port_trees.png
Bar = 20 um.
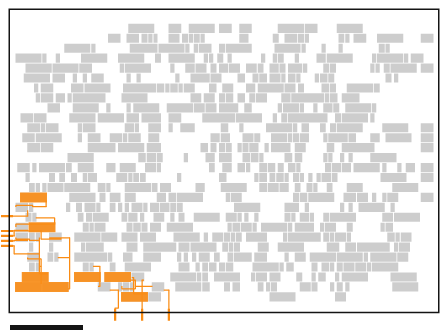
congestion_map.png
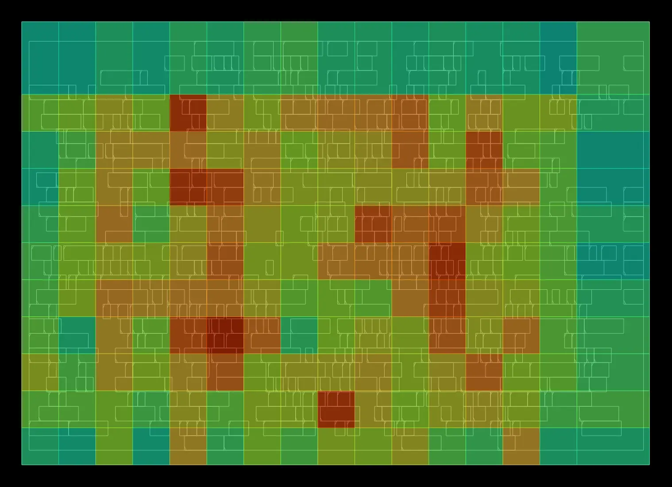
==> config.mk <==
export PLATFORM = sky130hd
export DESIGN_NAME = uart_program_loader
export DESIGN_NICKNAME = d
export VERILOG_FILES = /design/src/rtl/uart_program_loader_pkg.sv /design/src/rtl/uart_program_loader_rx_idle_timer.sv /design/src/rtl/uart_program_loader.sv
export SDC_FILE = /design/constraint.sdc
export NUM_CORES = 1
export LEC_CHECK = 0
export CORE_ASPECT_RATIO = 0.7
export CORE_UTILIZATION = 45
export DETAILED_ROUTE_END_ITERATION = 16
export GPL_TIMING_DRIVEN = 0
export PLACE_DENSITY = 0.63
export SLEW_MARGIN = 20
export SYNTH_ARGS = -nofsm -noshare
export SYNTH_HDL_FRONTEND = slang
export SYNTH_SLANG_ARGS = --single-unit
export TNS_END_PERCENT = 1
==> constraint.sdc <==
create_clock -name clk -period 3.5 [get_ports clk]
set_input_delay 1.05 -clock clk [delete_from_list [all_inputs] [get_ports clk]]
set_output_delay 1.05 -clock clk [all_outputs]
set_load 0.03 [all_outputs]
==> results.sh <==
# implementation run metrics
export IMPL_status="complete, no violations"
export IMPL_hold_buffers=0
export IMPL_netlist_area_sq_um=4170
export IMPL_reg2reg_slack_ns=0.33
export IMPL_comb_area_sq_um=2370
export IMPL_fin_total_pwr_mw=1.95
export IMPL_yosysChipArea_sq_um=4170
export IMPL_firstDrtPassIters=5
export IMPL_postCtsSetupBuffers=0
export IMPL_groute_layer_met2_usage_pct=33.0
export IMPL_grt_pass1_vias=3241
export IMPL_die_area_sq_um=9660
export IMPL_arrival_ns=3.54
export IMPL_top_cells_by_area="dfxtp_1 (39%), nor2_1 (5.8%), a21oi_1 (5.5%)"
export IMPL_flop_cell="dfxtp_1"
export IMPL_fin_worst_skew_ns=0.00447
export IMPL_setup_tns_ns=0
export IMPL_grt_overflow_total=0
export IMPL_warnings=26
export IMPL_drive_above_1_share_pct=6.24
export IMPL_finalSetupViolations=0
export IMPL_syn_inst=498
export IMPL_largest_register_ffs=24
export IMPL_crit_type="input pin to register"
export IMPL_p_sw_mw=0.392
export IMPL_hold_path_class="register to register"
export IMPL_die_width_um=117
export IMPL_pre_cts_ws_ns=-0.174
export IMPL_worst_r2r_cell_count=11
export IMPL_finalMaxSlewViolations=0
export IMPL_worstPathRequired_ns=3.77
export IMPL_holdWs_ns=0.452
export IMPL_clock_sinks=82
export IMPL_p_leak_nw=1.83
export IMPL_cellPowerDensity_nw_per_um2=393
export IMPL_startpoint_type="input pin"
export IMPL_fillers=819
export IMPL_cts_resized=0
export IMPL_p_sw_share_pct=20.1
export IMPL_fin_crit_ns=3.27
export IMPL_antenna_found_initial=0
export IMPL_ys_cells=498
export IMPL_grt_max_degree=13
export IMPL_hold_depth=2
export IMPL_synth_flops=82
export IMPL_clkPwrFrac_pct=49.3
export IMPL_path_cells="clkdlybuf4s50_1, ha_1, a21o_1, a211o_1, a2111oi_0, o21bai_1, a21o_1, a21oi_1"
export IMPL_dp_cells=650
export IMPL_htree_levels=3
export IMPL_cp_max_fo=5
export IMPL_drc=0
export IMPL_finalCritPeriodShare_pct=93.5
export IMPL_clk_path_buf_depth=2
export IMPL_final_nets=563
export IMPL_top_area_share_pct=39.4
export IMPL_max_stage_delay_ns=0.65
export IMPL_fin_area_sq_um=4970
export IMPL_initial_utilization_pct=47.8
export IMPL_yosys_top_cells_count="dfxtp_1 (82), nor2_1 (64), nand2_1 (51), a21oi_1 (46), nand3_1 (26)"
export IMPL_ys_seq_share_pct=39.4
export IMPL_synth_async_reset_ratio_pct=0
export IMPL_cp_slowest_cell="clkdlybuf4s50_1"
export IMPL_cts_root_buf="clkbuf_16"
export IMPL_edf_count=0
export IMPL_die_height_um=82.5
export IMPL_hpwl_um=7320
export IMPL_setup_slack_ns=0.226
export IMPL_critPathCaptureType="register"
export IMPL_antennaDiodeCount=0
export IMPL_power_frac_seq_pct=47.8
export IMPL_synth_distinct_cells=59
export IMPL_clock_latency_late_pin_ns=0.34
export IMPL_wirelength_um=9970
export IMPL_intPower_mw=1.56
export IMPL_max_cap_violations=0
export IMPL_rows=28
export IMPL_area_growth_pct=19.1
export IMPL_maxSlewHeadroom_pct=38.8
export IMPL_irDropWorstVdd_v=0.000292
export IMPL_grt_pass1_wl_um=16300
export IMPL_tightest_slew_ns=0.917
export IMPL_vias_per_cell=5.55
export IMPL_cpMostUsedCell="a21o_1"
export IMPL_wire_per_inst_um=15.0
export IMPL_top_area_cell="dfxtp_1"
export IMPL_final_hold_viol_count=0
export IMPL_flop_area_sq_um=1640
export IMPL_postSynthAreaPerCell_sq_um=8.37
export IMPL_core_area_sq_um=8720
export IMPL_dpl_cell_area_sq_um=4640
export IMPL_clkTransAtPathRegs_ns=0.06
export IMPL_max_clock_freq_ghz=0.305
export IMPL_yosysWarnings=0
export IMPL_ant_nets=0
export IMPL_cts_made_buffers=9
export IMPL_gp_congestion=0.881
export IMPL_combPwrFrac_pct=2.8
export IMPL_first_iter_violations=242
export IMPL_cts_tree="yes"
export IMPL_syn_nets=520
export IMPL_synth_most_common_cell="dfxtp_1"
export IMPL_instances_no_fill=665
export IMPL_vias=3688
About port_trees.png:
orange -> wr_data  # bits 8, direction output, end cells 8, wire 178 um
# port buffers: 32
Ports: 34

About congestion_map.png:
final core occ: 56.9%
grt met3 use: 5.40%
Tot GR Track Use: 22.4%
GR Util met1: 32.4%
GRT busiest layer: met2

==> metal layers <==
layer / up-vias / share of wire [%]
met3: 8 / 5.3
met5: - / 0
li1: 1836 / -
met1: 1750 / 53
met4: 0 / 0.94
met2: 94 / 41
==> cells by family (layout without fill, tap and decap cells) <==
group                      count (synthesis)  after routing  share of synthesized area, %
muxes                                     19             19                          4.59
DFF                                       82             82                          39.4
buffers and inverters                     39             86                          4.26
adders and majority gates                 11             11                          3.48
AOI/OAI and AO/OA                         92             92                          13.5
and+or+nand+nor                          218            218                          27.0
xor gates and xnor gates                  37             37                          7.77
==> power groups by stage <==
stage / clock, mW / combinational, mW / sequential [mW]
final: 0.963 / 0.0550 / 0.934
after global routing: 1.02 / 0.0596 / 0.933
after floorplan: 0 / 0.0263 / 0.954
after CTS: 0.985 / 0.0552 / 0.933
after global placement: 0 / 0.0546 / 0.954
after detailed placement: 0 / 0.0552 / 0.954
==> cell type report <==
type                    instances  area share [%]
plain buffers                  30            2.90
well taps                     120            3.02
multi-input cells             377            47.7
inverters                       9           0.680
clock inverters                 2           0.705
flip-flops and latches         82            33.1
clock buffers                  13            5.44
repair buffers                 32            6.45
==> critical path: cells and delay by family <==
kind,cells,cell delay (ns)
buf+inv,1,0.65
compound gates,6,1.53
fa+ha+maj,1,0.31
==> placed cells by master (no fill, tap or decap), types with 9 or more instances in the layout <==
master	count
a21oi_1	46
clkbuf_1	25
clkbuf_16	9
clkdlybuf4s50_1	32
dfxtp_1	81
ha_1	9
inv_1	9
mux2i_1	18
nand2_1	51
nand3_1	26
nor2_1	64
o21ai_0	13
xnor2_1	16
xor2_1	21
Power is estimated from default activity; no workload was simulated.
